[src/rtl/if_id.sv]
// IF/ID pipeline register with RUN/HOLD/DRAIN control; all outputs registered (1-cycle latency), ifo_pc_next combinational.
// Stall holds the stage; build with IF_ID_DELAY_SLOT_EN to capture the delay-slot instruction instead of flushing it.
module if_id (
  input  logic        ifi_clk,
  input  logic        ifi_rst,
  input  logic        ifi_en,
  input  logic        ifi_stall,
  input  logic        ifi_flush,
  input  logic        ifi_interrupt,
  input  logic [15:0] ifi_pc,
  input  logic [15:0] ifi_instr,
  input  logic        ifi_ram2_oe,
  output logic [15:0] ifo_pc,
  output logic [15:0] ifo_pc_next,
  output logic [15:0] ifo_instr,
  output logic        ifo_valid,
  output logic [15:0] ifo_epc,
  output logic        ifo_draining,
  output logic [15:0] ifo_stall_cnt
);

  localparam logic [15:0] NOP = 16'h0800;

  typedef enum logic [1:0] {RUN, HOLD, DRAIN} state_t;

  state_t      state, state_nxt;
  logic [1:0]  drain_cnt, drain_cnt_nxt;
  logic [15:0] pc_nxt, instr_nxt, epc_nxt;
  logic        valid_nxt;
  logic        flush_act;

`ifdef IF_ID_DELAY_SLOT_EN
  // Delay-slot instruction survives a taken branch, so flush has no effect.
  assign flush_act = ifi_flush & 1'b0;
`else
  assign flush_act = ifi_flush;
`endif

  assign ifo_pc_next = ifo_pc + 16'd1;

  always_comb begin
    state_nxt     = state;
    drain_cnt_nxt = drain_cnt;
    pc_nxt        = ifo_pc;
    instr_nxt     = ifo_instr;
    valid_nxt     = ifo_valid;
    epc_nxt       = ifo_epc;
    if (state == DRAIN) begin
      // Interrupts are masked while draining; only a stall pauses the countdown.
      if (!ifi_stall) begin
        instr_nxt = NOP;
        valid_nxt = 1'b0;
        if (drain_cnt <= 2'd1) begin
          drain_cnt_nxt = 2'd0;
          state_nxt     = RUN;
        end else begin
          drain_cnt_nxt = drain_cnt - 2'd1;
        end
      end
    end else if (ifi_interrupt) begin
      epc_nxt       = ifo_valid ? ifo_pc : ifi_pc;
      instr_nxt     = NOP;
      valid_nxt     = 1'b0;
      drain_cnt_nxt = 2'd2;
      state_nxt     = DRAIN;
    end else if (flush_act) begin
      instr_nxt = NOP;
      valid_nxt = 1'b0;
      state_nxt = RUN;
    end else if (ifi_stall) begin
      state_nxt = HOLD;
    end else if (!ifi_en) begin
      instr_nxt = NOP;
      valid_nxt = 1'b0;
      state_nxt = RUN;
    end else begin
      pc_nxt    = ifi_pc;
      instr_nxt = ifi_ram2_oe ? NOP : ifi_instr;
      valid_nxt = ~ifi_ram2_oe;
      state_nxt = RUN;
    end
  end

  always_ff @(posedge ifi_clk or negedge ifi_rst) begin
    if (!ifi_rst) begin
      state         <= RUN;
      drain_cnt     <= 2'd0;
      ifo_pc        <= 16'h0000;
      ifo_instr     <= NOP;
      ifo_valid     <= 1'b0;
      ifo_epc       <= 16'h0000;
      ifo_draining  <= 1'b0;
      ifo_stall_cnt <= 16'h0000;
    end else begin
      state        <= state_nxt;
      drain_cnt    <= drain_cnt_nxt;
      ifo_pc       <= pc_nxt;
      ifo_instr    <= instr_nxt;
      ifo_valid    <= valid_nxt;
      ifo_epc      <= epc_nxt;
      ifo_draining <= (state_nxt == DRAIN);
      if (ifi_stall && (ifo_stall_cnt != 16'hFFFF))
        ifo_stall_cnt <= ifo_stall_cnt + 16'd1;
    end
  end

endmodule

[config.mk]
export PLATFORM = sky130hd
export DESIGN_NAME = if_id
export DESIGN_NICKNAME = d
export VERILOG_FILES = /design/src/rtl/if_id.sv
export SDC_FILE = /design/constraint.sdc
export NUM_CORES = 1
export LEC_CHECK = 0
export ABC_AREA = 0
export ABC_CLOCK_PERIOD_IN_PS = 2300
export CORE_MARGIN = 3
export CORE_UTILIZATION = 44
export CTS_CLUSTER_DIAMETER = 200
export CTS_CLUSTER_SIZE = 20
export DETAILED_ROUTE_END_ITERATION = 8
export MAX_ROUTING_LAYER = met4
export PLACE_DENSITY = 0.8
export SLEW_MARGIN = 20
export SYNTH_ARGS = -nofsm -noshare
export SYNTH_HDL_FRONTEND = slang
export SYNTH_SLANG_ARGS = --single-unit
export TNS_END_PERCENT = 20
[constraint.sdc]
create_clock -name ifi_clk -period 2.3 [get_ports ifi_clk]
set_clock_uncertainty 0.05 [all_clocks]
set_input_delay 0.46 -clock ifi_clk [delete_from_list [all_inputs] [get_ports ifi_clk]]
set_output_delay 0.46 -clock ifi_clk [all_outputs]
set_load 0.05 [all_outputs]
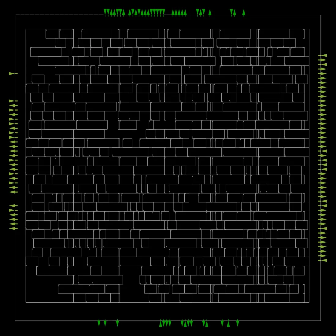
Figure 1: run 1, placed standard cells.
# fillers: 504
area of the core: 6910 µm²
Layout Utilization: 74.9%

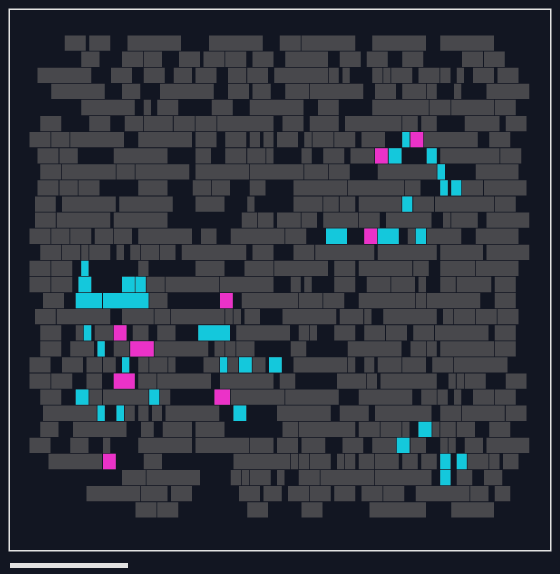
Figure 2: run 1, gate families picked out.
The bar under the picture is 20 µm long.
Cyan is NAND gates, cells 33, most used nand2_1. Magenta is AND and OR gates, cells 9, most used and3_1.
fin cells: 519
Top cell excl fill/tap: clkdlybuf4s50_1
fraction of area in multi-input gates: 29.9%

==> run notes, run 1 <==
run metrics: status completed, R2R Path End ifo_stall_cnt[1], CLK BUF 13, Max Used Layer met4, Max Freq 0.436 GHz, syn nets 315, Placed Area 4860 µm², Yosys reg bits 70, First DRT Iteration DRCs 62, worst setup path endpoint ifo_pc_next[15], largest power group combinational logic, LEAKAGE 0.00224 µW, normalized max-slew margin 63.7%, Period minus WS final 2.30 ns, share of cells above drive strength 1 26.0%, Final Hold Vio Count 0, Mean Syn Cell Area 11.7 µm², root buf cell clkbuf_8, pre-CTS setup slack 0.0370 ns, # DRC 0, Combinational Area 1550 µm², fin. max-slew vios 0, Syn. warnings 0, setup violators final 0, final instance area 5170 µm², worst-path fanout max 5, RSZ-0062 raised after global routing yes, Initial Utilization 46.3%, register share after synthesis 54.8%, Synth area leader dfrtp_1
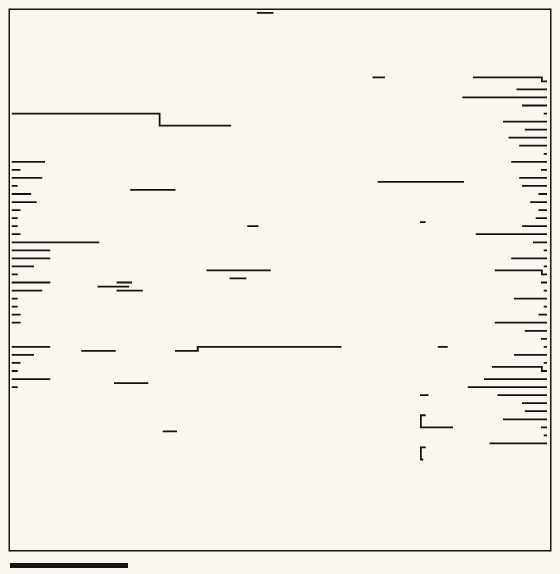
Figure 3: run 1, met3 routing.
The bar under the picture is 20 µm long.
The layer holds 5.2% of the routed length. The layer carries 437 µm of wire. 88 nets have wire on it. The longest straight run is 24.8 µm.
Routed WL: 8430 µm
global routing usage on met3: 4.81%
vias: 2695

run 1: cell usage after synthesis, types with 2 or more instances:
cell type  count
buf_2          3
dfrtp_1       69
a21oi_1       18
and3_1         4
o21ai_0        4
mux2_2        18
mux2i_1       16
nor3_1         5
nand4_1        5
xor2_1        12
a22o_1        16
inv_1          4
xnor2_1       13
nor3b_1        3
nor2_1        27
ha_1           2
and2_1         2
a31oi_1        3
nand2_1       11
nand2b_1       3
nand3_1       11
clkbuf_1       7
run 1: timing repair:
| item | in CTS | in global routing |
|---|---|---|
| resized | 5 | 2 |
| buffers inserted | 10 | 0 |
| endpoints found under the setup margin | 6 | 6 |
| hold endpoints to repair | 0 | 0 |
| pin swaps | 8 | 2 |
Figure 4. Cell density map (run 1).
9 x 9 tiles, from black (low) to pale yellow (high), 0 to 100% covered.
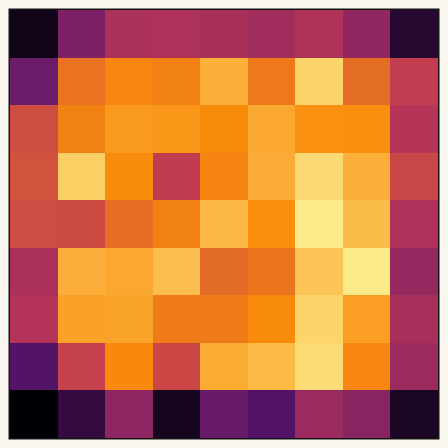

==> run 2: changes to the inputs <==
ABC_CLOCK_PERIOD_IN_PS = 2900   (was 2300)
CORE_UTILIZATION = 48   (was 44)
PLACE_DENSITY = 0.95   (was 0.8)
clock period = 2.9 ns   (was 2.3 ns; I/O delays follow)
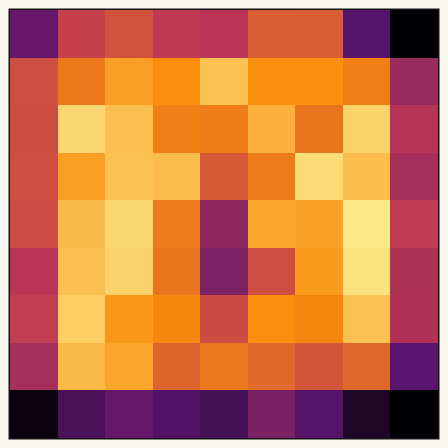
Figure 5: run 2, cell density map.
9 x 9 tiles, from black (low) to pale yellow (high), 0 to 100% covered.
2.5% of the tiles are nearly empty. The emptiest ninth of the die: bottom right. The fullest tile reaches 95%. 36% of the tiles are over 75% full. The mean over all tiles is 61%.
area of the core: 6420 µm²
Layout Utilization: 74.4%
Initial Utilization: 49.8%

==> run notes, run 2 <==
run metrics: status completed, Mean Syn Cell Area 11.7 µm² (unchanged), Routed WL 7940 µm (-5.7%), worst setup path endpoint ifo_pc_next[13], Final Hold Vio Count 0 (unchanged), Period minus WS final 2.79 ns, Synth area leader dfrtp_1, R2R Path End ifo_stall_cnt[1], fin cells 483 (-6.9%), vias 2611 (-3.1%), Synth top cell by count dfrtp_1, share of cells above drive strength 1 15.8% (-10 points), normalized max-slew margin 55.9% (-7.9 points), # fillers 459 (-8.9%), Max Used Layer met4, RSZ-0062 raised after global routing yes, root buf cell clkbuf_8, Placed Area 4540 µm² (-6.6%), LEAKAGE 0.00207 µW (-7.3%), First DRT Iteration DRCs 88 (+42%), setup violators final 0 (unchanged), syn nets 315 (unchanged), largest power group combinational logic, global routing usage on met3 4.23% (-0.57 points), Post-CTS Setup Inserts 0 (-10), fin. max-slew vios 0 (unchanged), post-cts sizing count 0 (-5)
==> run 2: critical path: cells and delay by family (launching register included) <==
family / cells / cell delay, ns
AND/OR/NAND/NOR: 3 / 0.67
flip-flops: 1 / 0.48
buffers and inverters: 2 / 0.36
XOR/XNOR: 1 / 0.30
==> run 2: cells by family (layout without fill, tap and decap cells) <==
group / Yosys count / in the layout
adders and majority gates: 2 / 2
DFF: 70 / 70
muxes: 34 / 34
and+or+nand+nor: 82 / 82
buffers and inverters: 16 / 148
AOI/OAI and AO/OA: 45 / 45
xor gates and xnor gates: 25 / 25
==> run 2: layout make-up <==
type	count	area share (%)
Sequential cell	70	36.7
Multi-Input combinational cell	188	29.1
Timing Repair Buffer	128	27.2
Clock buffer	10	2.88
Tap cell	77	2.02
Clock inverter	6	1.78
Inverter	4	0.314
Figure 6. Placed standard cells (run 2).
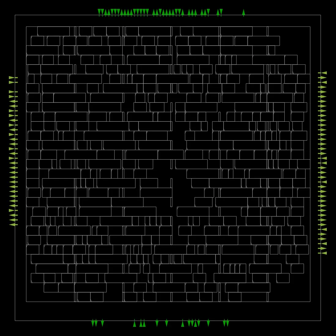

==> run 3: changes to the inputs <==
CORE_UTILIZATION = 49   (was 48)
CTS_BUF_LIST = sky130_fd_sc_hd__clkbuf_4   (was unset)
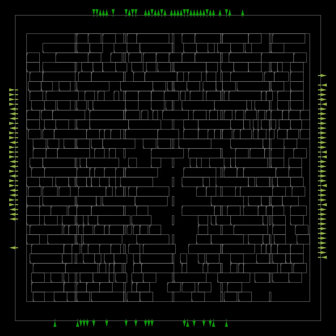
Figure 7: run 3, placed standard cells.
flop count: 70
fin cells: 479
Layout Utilization: 76.6%

==> run notes, run 3 <==
run metrics: most numerous logic cells after layout clkdlybuf4s50_1 (107), dfrtp_1 (67), nor2_1 (26), a21oi_1 (18), mux2_2 (18), RSZ-0062 raised after global routing yes, # fillers 420 (-8.5%), syn nets 315 (unchanged), Yosys reg bits 70, setup violators final 0 (unchanged), worst setup path endpoint ifo_pc_next[12], Sw Pwr 2770 µW, Routed WL 8240 µm (+3.7%), Period minus WS final 2.80 ns (+0.00571 ns), normalized max-slew margin 43.5% (-12 points), LEAKAGE 0.00205 µW (-1.3%), Initial Utilization 52.2% (+2.4 points), vias 2664 (+2.0%), area of the core 6130 µm² (-4.5%), Top delay family on crit path flip-flops, fin. max-slew vios 0 (unchanged), Placed Area 4520 µm² (-0.55%), Post-CTS Setup Inserts 0 (unchanged), Post-Route Setup TNS 0 ns, final instance area 4690 µm², number of global-route vias before repair 2702, status completed, buffers plus inverters on the worst setup path 2 (unchanged), Final Hold Vio Count 0 (unchanged), Synth area leader dfrtp_1, root buf cell clkbuf_4, First DRT Iteration DRCs 119 (+35%), global routing usage on met3 6.08% (+1.9 points), Synth top cell by count dfrtp_1, R2R Path End ifo_stall_cnt[1], GR Util All Layers 23.5%, die extent in y 86.8 µm, stages on the worst setup path 6 (unchanged), share of cells above drive strength 1 15.8% (+0.078 points), Mean Syn Cell Area 11.7 µm² (unchanged)
run 3: cell counts after synthesis:
Identical to the previous run, type by type.
run 3: layout make-up:
type | count | area, µm² | area share, %
clock buffer | 10 | 75.1 | 1.60
clock inverter | 6 | 86.3 | 1.84
inverter | 4 | 15.0 | 0.320
multi-input combinational | 188 | 1390 | 29.7
sequential | 70 | 1760 | 37.4
tap | 75 | 93.8 | 2.00
timing repair buffer | 126 | 1280 | 27.2
run 3: power by group through the flow:
stage	clock [µW]	combinational (µW)	sequential, µW
after floorplan	0	1060	2580
after global placement	0	3080	1630
after detailed placement	0	3130	1660
after CTS	720	3140	1640
after global routing	777	3250	1700
final	713	3120	1660
Power is estimated from default activity; no workload was simulated.
